`src/rtl/pila_param.sv`:
```
// Parametrised LIFO return-address stack with full/empty status, occupancy
// count, sticky overflow/underflow flags and a replace-top push+pop.
module pila_param #(
    parameter  int WIDTH = 10,
    parameter  int DEPTH = 8,
    localparam int AW    = $clog2(DEPTH)
) (
    input  logic             clk,
    input  logic             reset,
    input  logic             push,
    input  logic             pop,
    input  logic [WIDTH-1:0] din,
    input  logic             clr_err,
    output logic [WIDTH-1:0] dout,
    output logic [AW:0]      count,
    output logic             empty,
    output logic             full,
    output logic             ovf,
    output logic             udf
);

    localparam logic [AW:0] CNT_ONE = (AW+1)'(1);
    localparam logic [AW:0] CNT_MAX = (AW+1)'(DEPTH);

    logic [WIDTH-1:0] mem_q [DEPTH];
    logic [AW:0]      count_q, count_d;
    logic             ovf_q, ovf_d;
    logic             udf_q, udf_d;

    logic             wr_en;
    logic [AW-1:0]    wr_idx;
    logic [AW:0]      top_m1;
    logic [AW-1:0]    top_idx;
    logic             is_empty, is_full;

    assign is_empty = (count_q == '0);
    assign is_full  = (count_q == CNT_MAX);
    assign top_m1   = count_q - CNT_ONE;
    assign top_idx  = top_m1[AW-1:0];

    // Error flags: clear first, so a same-cycle error event overrides clr_err.
    always_comb begin
        count_d = count_q;
        ovf_d   = ovf_q & ~clr_err;
        udf_d   = udf_q & ~clr_err;
        wr_en   = 1'b0;
        wr_idx  = count_q[AW-1:0];
        case ({push, pop})
            2'b10: begin
                if (is_full) begin
                    ovf_d = 1'b1;
                end else begin
                    wr_en   = 1'b1;
                    count_d = count_q + CNT_ONE;
                end
            end
            2'b01: begin
                if (is_empty) begin
                    udf_d = 1'b1;
                end else begin
                    count_d = top_m1;
                end
            end
            2'b11: begin
                wr_en = 1'b1;
                if (is_empty) begin
                    udf_d   = 1'b1;
                    wr_idx  = '0;
                    count_d = CNT_ONE;
                end else begin
                    wr_idx = top_idx;
                end
            end
            default: begin
            end
        endcase
    end

    always_ff @(posedge clk or negedge reset) begin
        if (!reset) begin
            count_q <= '0;
            ovf_q   <= 1'b0;
            udf_q   <= 1'b0;
        end else begin
            count_q <= count_d;
            ovf_q   <= ovf_d;
            udf_q   <= udf_d;
        end
    end

    // Storage carries no reset; its contents are only visible below count.
    always_ff @(posedge clk) begin
        if (wr_en && reset) begin
            mem_q[wr_idx] <= din;
        end
    end

    assign dout  = is_empty ? '0 : mem_q[top_idx];
    assign count = count_q;
    assign empty = is_empty;
    assign full  = is_full;
    assign ovf   = ovf_q;
    assign udf   = udf_q;

endmodule

```
`config.mk`:
```
export PLATFORM = sky130hd
export DESIGN_NAME = pila_param
export DESIGN_NICKNAME = d
export VERILOG_FILES = /design/src/rtl/pila_param.sv
export SDC_FILE = /design/constraint.sdc
export NUM_CORES = 1
export LEC_CHECK = 0
export CORE_ASPECT_RATIO = 2
export CORE_UTILIZATION = 30
export DETAILED_ROUTE_END_ITERATION = 8
export SLEW_MARGIN = 5
export SYNTH_ARGS = -nofsm -noshare
export SYNTH_HDL_FRONTEND = slang
export SYNTH_SLANG_ARGS = --single-unit
```
`constraint.sdc`:
```
create_clock -name clk -period 6.79 [get_ports clk]
set_clock_uncertainty 0.2 [all_clocks]
set_input_delay 1.358 -clock clk [delete_from_list [all_inputs] [get_ports clk]]
set_output_delay 1.358 -clock clk [all_outputs]
set_load 0.01 [all_outputs]
```
==> notes.md <==
This note records the results obtained with Yosys and OpenROAD.

Place
Input and output buffers added on the ports amount to 32. Detailed placement reports a standard cell area of 4145 um^2. The placed wire-length estimate is 4.941 mm. The setup slack at placement is 2.029 ns.

Timing
The transition time recorded at the tightest slew-check pin is 1.046 ns. The fmax is 198.3 MHz. The final count of negative-setup-slack endpoints is 0.

Hold-check failures listed in the final report amount to 0. The worst path needs 5.043 ns of the cycle, external delays included.

Global routing
Global routing used 13.18% of the available tracks. The maximum number of pins on one net before global-route repair is 33. The first global-routing pass estimated 11.58 mm of wire.

The total global routing overflow is 0. The number of global-route vias before repair is 2168.

Critical path
The launch point of the critical path was reported as count[0]$_DFFE_PN0P_. The beginning of the worst register-to-register path is count[0]$_DFFE_PN0P_. The critical path start-end classification is register to primary output. The required time of the worst setup path is 5.23 ns. On the worst path, the slowest cell contributes a delay of 1.00 ns. The critical path runs through a total of 7 cells. Max fanout on the critical path was recorded as 32. For flop-to-flop paths, the worst setup slack is 2.95 ns. The buffer-and-inverter tally for the worst setup path is 3. The worst-case reg-to-reg path depth is 7.

Synthesis
Yosys reports that the most numerous cell types are edfxtp_1 (80), nand2_1 (25), mux4_2 (20). The most numerous cell in the Yosys netlist is edfxtp_1. Counting flops with an async set or reset pin after synthesis yields a share of 6.977%.

During synthesis, Yosys emitted a total of 0 warnings. The post-synth count of flops with an enable pin is 80. The net count after synthesis is 230. The library cell with the largest summed area after synthesis is edfxtp_1. In this run the mean area of a mapped cell was 17.07 um^2.

Floorplanning
The core region is 11770 um^2. The vertical die dimension reported for this design is 157.3 um. In this run the full chip footprint comes out at 12540 um^2.

At the floorplan stage, the core utilization is reported as 30.75%.

CTS
The H-tree depth is 3. The number of buffers added to fix hold violations after cts is 0. The post-CTS setup repair buffer count is 0. The number of CTS-inserted buffers is 9. The CTS clock-pin slew for the worst setup and hold paths is 0.06 ns.

Status
The run finished with clean final reports.

Cells and area
The final layout report lists a filler cell count of 1122. The combined area of the multi-input logic cells is 985.9 um^2.

Power
The power per unit of standard cell area is 449.8 nW/um^2.

Route
Once iteration 0 of detailed routing completed, the report listed 98 DRC markers.

Flow run
Warnings raised by the tools during the run amount to 28.
-- tightest hold or removal path, delay by kind of cell (launching register included) --
family / cells / cell delay, ns
flops: 1 / 0.38
compound gates: 1 / 0.07
buf+inv: 1 / 0.06
-- logic make-up after synthesis --
group	Yosys count	synth area share, %
xor gates and xnor gates	2	0.4840
DFF	86	70.51
and+or+nand+nor	47	6.326
muxes	25	14.00
adders and majority gates	3	1.037
AOI/OAI and AO/OA	31	5.392
buffers and inverters	18	2.247
-- worst min path at each step --
stage                             start            end  slack (ns)  cells past startpoint
after floorplan           udf$_DFF_PN0_  udf$_DFF_PN0_        0.36                      2
after global placement    ovf$_DFF_PN0_  ovf$_DFF_PN0_        0.32                      2
after detailed placement  ovf$_DFF_PN0_  ovf$_DFF_PN0_        0.35                      2
after CTS                 ovf$_DFF_PN0_  ovf$_DFF_PN0_        0.36                      2
after global routing      udf$_DFF_PN0_  udf$_DFF_PN0_        0.40                      2
final                     ovf$_DFF_PN0_  ovf$_DFF_PN0_        0.35                      2
-- flip-flops by register name, indices dropped and copies added, names as in the netlist --
name / count
count: 4
mem_q: 80
ovf: 1
udf: 1
-- per-stage QoR --
stage	hold WS, ns	utilization [%]	instances
6_report	0.3460	37.63	405
3_3_place_gp	0.3250	35.21	389
5_1_grt	0.3958	37.63	405
2_1_floorplan	0.3596	-	212
4_1_cts	0.3564	37.63	405
3_5_place_dp	0.3469	35.21	389
-- area by class of cell --
cell class | count | area share, %
Clock buffer | 12 | 5.339
Timing Repair Buffer | 42 | 8.927
Inverter | 8 | 0.6780
Tap cell | 145 | 4.096
Sequential cell | 86 | 57.63
Multi-Input combinational cell | 108 | 22.26
Clock inverter | 4 | 1.073
-- cells in the final DEF, fill, tap and decap left out, drive strengths merged, types with 5 or more instances in the layout --
master / n
edfxtp: 80
clkdlybuf4s50: 32
nand2: 25
mux4: 20
a21oi: 15
clkbuf: 12
nor3: 10
buf: 10
inv: 8
dfrtp: 6
o21ai: 5
-- report_power, final --
| group | internal [uW] | switching (uW) | total [uW] | leakage (uW) |
|---|---|---|---|---|
| combinational | 430 | 428 | 858 | 0.000557 |
| clock | 284 | 185 | 469 | 0.000137 |
| sequential | 632 | 33.7 | 665 | 0.000799 |
-- layer usage --
layer	part of all wire [%]	up-vias	wire length, um	GRT usage, %
met2	57	46	4165	24.05
met1	36	1022	2673	13.33
met4	2.8	0	208	8.745
met5	0	-	0	0
li1	-	929	-	-
met3	3.8	16	282	2.203
m3.png
Scale: 2 px per um. Cells faint in the background.
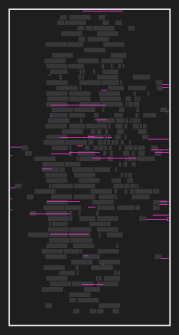
nets with wire on the layer = 27
main direction = horizontal
wire length on this layer = 283 um
share of all routed wire = 3.9%
longest straight run = 27.1 um
met3 usage: 2.203%
total wirelength of the detailed-routed design: 7.329 mm
vias after detailed routing: 2013

placed.png
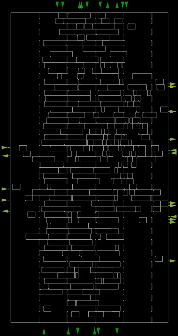
Well Taps: 145
Finished Layout Cells: 405

Power figures rest on the tool's default switching activity, not on a simulated workload.
